`src/rtl/if_id_skid_buffer.sv`:
```
// rtl/if_id_skid_buffer.sv - two-entry IF/ID elastic register with skid slot and flush
module if_id_skid_buffer #(
    parameter int                DATA_W   = 32,
    parameter logic [DATA_W-1:0] NOP_WORD = '0
) (
    input  logic              clk,
    input  logic              rst_n,
    input  logic              in_valid,
    output logic              in_ready,
    input  logic [DATA_W-1:0] in_instr,
    input  logic [DATA_W-1:0] in_nextpc,
    input  logic              flush,
    output logic              out_valid,
    input  logic              out_ready,
    output logic [DATA_W-1:0] out_instr,
    output logic [DATA_W-1:0] out_nextpc,
    output logic [DATA_W-1:0] out_pc
);

    localparam logic [1:0] ST_EMPTY = 2'd0;
    localparam logic [1:0] ST_ONE   = 2'd1;
    localparam logic [1:0] ST_FULL  = 2'd2;

    logic [1:0]        state_q, state_d;
    logic [DATA_W-1:0] main_instr_q, main_instr_d;
    logic [DATA_W-1:0] main_nextpc_q, main_nextpc_d;
    logic [DATA_W-1:0] skid_instr_q, skid_instr_d;
    logic [DATA_W-1:0] skid_nextpc_q, skid_nextpc_d;

    logic accept;
    logic consume;

    // in_ready comes from registered state only, so decode stall never ripples back to fetch combinationally
    assign in_ready  = (state_q != ST_FULL);
    assign out_valid = (state_q != ST_EMPTY);
    assign accept    = in_valid && in_ready;
    assign consume   = out_valid && out_ready;

    always_comb begin
        state_d       = state_q;
        main_instr_d  = main_instr_q;
        main_nextpc_d = main_nextpc_q;
        skid_instr_d  = skid_instr_q;
        skid_nextpc_d = skid_nextpc_q;

        if (flush) begin
            state_d = ST_EMPTY;
        end else begin
            case (state_q)
                ST_EMPTY: begin
                    if (accept) begin
                        main_instr_d  = in_instr;
                        main_nextpc_d = in_nextpc;
                        state_d       = ST_ONE;
                    end
                end
                ST_ONE: begin
                    if (accept && consume) begin
                        main_instr_d  = in_instr;
                        main_nextpc_d = in_nextpc;
                    end else if (accept) begin
                        skid_instr_d  = in_instr;
                        skid_nextpc_d = in_nextpc;
                        state_d       = ST_FULL;
                    end else if (consume) begin
                        state_d = ST_EMPTY;
                    end
                end
                ST_FULL: begin
                    if (consume) begin
                        main_instr_d  = skid_instr_q;
                        main_nextpc_d = skid_nextpc_q;
                        state_d       = ST_ONE;
                    end
                end
                default: begin
                    state_d = ST_EMPTY;
                end
            endcase
        end
    end

    always_ff @(posedge clk or negedge rst_n) begin
        if (!rst_n) begin
            state_q       <= ST_EMPTY;
            main_instr_q  <= '0;
            main_nextpc_q <= '0;
            skid_instr_q  <= '0;
            skid_nextpc_q <= '0;
        end else begin
            state_q       <= state_d;
            main_instr_q  <= main_instr_d;
            main_nextpc_q <= main_nextpc_d;
            skid_instr_q  <= skid_instr_d;
            skid_nextpc_q <= skid_nextpc_d;
        end
    end

    assign out_instr  = out_valid ? main_instr_q : NOP_WORD;
    assign out_nextpc = main_nextpc_q;
    // Wraps modulo 2^DATA_W, so a next-PC of zero reports the top word address
    assign out_pc     = main_nextpc_q - DATA_W'(4);

endmodule

```
`config.mk`:
```
export PLATFORM = sky130hd
export DESIGN_NAME = if_id_skid_buffer
export DESIGN_NICKNAME = d
export VERILOG_FILES = /design/src/rtl/if_id_skid_buffer.sv
export SDC_FILE = /design/constraint.sdc
export NUM_CORES = 1
export LEC_CHECK = 0
export CAP_MARGIN = 20
export CELL_PAD_IN_SITES_DETAIL_PLACEMENT = 1
export CELL_PAD_IN_SITES_GLOBAL_PLACEMENT = 2
export CORE_UTILIZATION = 33
export CTS_CLUSTER_DIAMETER = 80
export CTS_CLUSTER_SIZE = 8
export DETAILED_ROUTE_END_ITERATION = 12
export GPL_ROUTABILITY_DRIVEN = 0
export PLACE_DENSITY_LB_ADDON = 0.12
export SLEW_MARGIN = 25
export SYNTH_ARGS = -nofsm -noshare
export SYNTH_HDL_FRONTEND = slang
export SYNTH_SLANG_ARGS = --single-unit
```
`constraint.sdc`:
```
create_clock -name clk -period 2.4 [get_ports clk]
set_input_delay 0.36 -clock clk [delete_from_list [all_inputs] [get_ports clk]]
set_output_delay 0.36 -clock clk [all_outputs]
set_load 0.01 [all_outputs]
```
==> impl_metrics.env <==
# physical design summary
export IMPL_crit_required_ns=2.04
export IMPL_grt_busiest_layer="met2"
export IMPL_fp_nets=546
export IMPL_slowest_delay_ns=0.55
export IMPL_internal_power_w=0.00600
export IMPL_clk_share_pct=6.90
export IMPL_status="complete, but fails checks"
export IMPL_clkPwrFrac_pct=36.0
export IMPL_sw_frac_of_total_pct=26.4
export IMPL_async_flop_share_pct=100
export IMPL_antenna_found_initial=1
export IMPL_sh_comb_area_pct=32.9
export IMPL_cts_buffer_depth=2
export IMPL_syn_area_um2=6400
export IMPL_post_synth_top_area_cell="dfrtp_1"
export IMPL_max_slew_worst_pin_slew_ns=0.384
export IMPL_grt_setup_unrepaired="yes"
export IMPL_timing_rr_end="out_nextpc[25]"
export IMPL_synthTopCellsByArea="dfrtp_1, mux2_2, nor2b_1"
export IMPL_final_core_utilization_pct=52.3
export IMPL_seq_area_share_pct=33.1
export IMPL_ys_seq_elements=130
export IMPL_pwr_share_comb_pct=27.1
export IMPL_design_die_area_um2=20000
export IMPL_cts_root_buffer="clkbuf_16"
export IMPL_finalWorstSetupSlack_ns=-0.448
export IMPL_cp_slowest_cell="or4_4"
export IMPL_dpl_cell_area_um2=8830
export IMPL_violations="negative setup slack"
export IMPL_setup_viol=17
export IMPL_ctsHoldBuffers=1
export IMPL_cts_tree="yes"
export IMPL_power_leader="sequential cells"
export IMPL_netlist_logic_family_top="multiplexers"
export IMPL_yosys_area_share_xor_xnor_pct=3.42
export IMPL_synth_seq_share_pct=50.8
export IMPL_start_kind="flop"
export IMPL_hold_viol_final=0
[sequential cells by signal, summed over array words and instances (netlist names)]
name           flops
state_q            2
main_instr_q      32
skid_nextpc_q     32
out_nextpc        32
skid_instr_q      32
[Yosys cell counts (2+ instances only)]
cell type / count
nand3_1: 2
nor4_1: 3
dfrtp_1: 130
buf_1: 2
xor2_1: 19
nor2_1: 11
o21ai_0: 2
or3_1: 5
inv_1: 6
clkbuf_1: 13
mux2i_1: 5
xnor2_1: 6
nand4_1: 2
or4_1: 2
buf_2: 9
nor3_2: 3
nand2_1: 5
buf_4: 2
or4_4: 2
nor2b_1: 34
buf_6: 2
and2_1: 2
mux2_2: 188
nor4_2: 2
a21oi_1: 2
nor3_1: 7
nor3b_1: 2
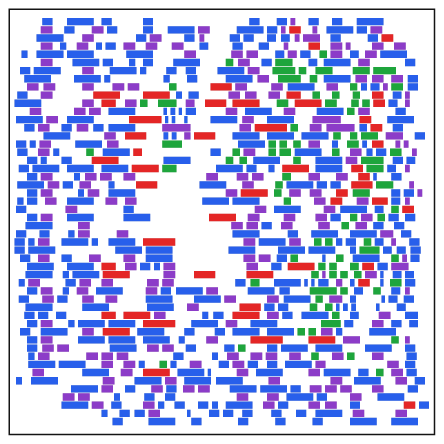
(images/drive_strength.png)
(3 px per µm)
legend:
  purple:
    size: drive 2
    cells: 224
    share: 31%
    most_used: mux2_2
  green:
    size: drive 3 to 4
    cells: 86
    share: 12%
    most_used: buf_4
  red:
    size: drive 6 and up
    cells: 52
    share: 7.2%
    most_used: clkbuf_16
  blue:
    size: drive 1 or less
    cells: 365
    share: 50%
    most_used: clkdlybuf4s50_1
Syn-to-layout area delta: 53.9%
Non-clock buffers: 247
final worst setup slack: -0.448 ns
Final Instance Area: 9850 µm²

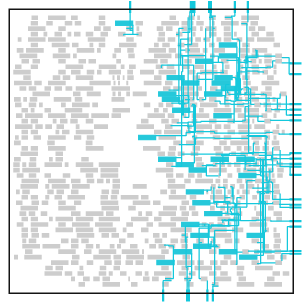
(images/port_nets.png)
(2 px per µm)
legend:
  cyan:
    port: `out_nextpc`
    bits: 32
    direction: output
    end_cells: 32
    buffers: 64
    wire: 2430 µm
Port Buffers: 166
IO Pins: 167

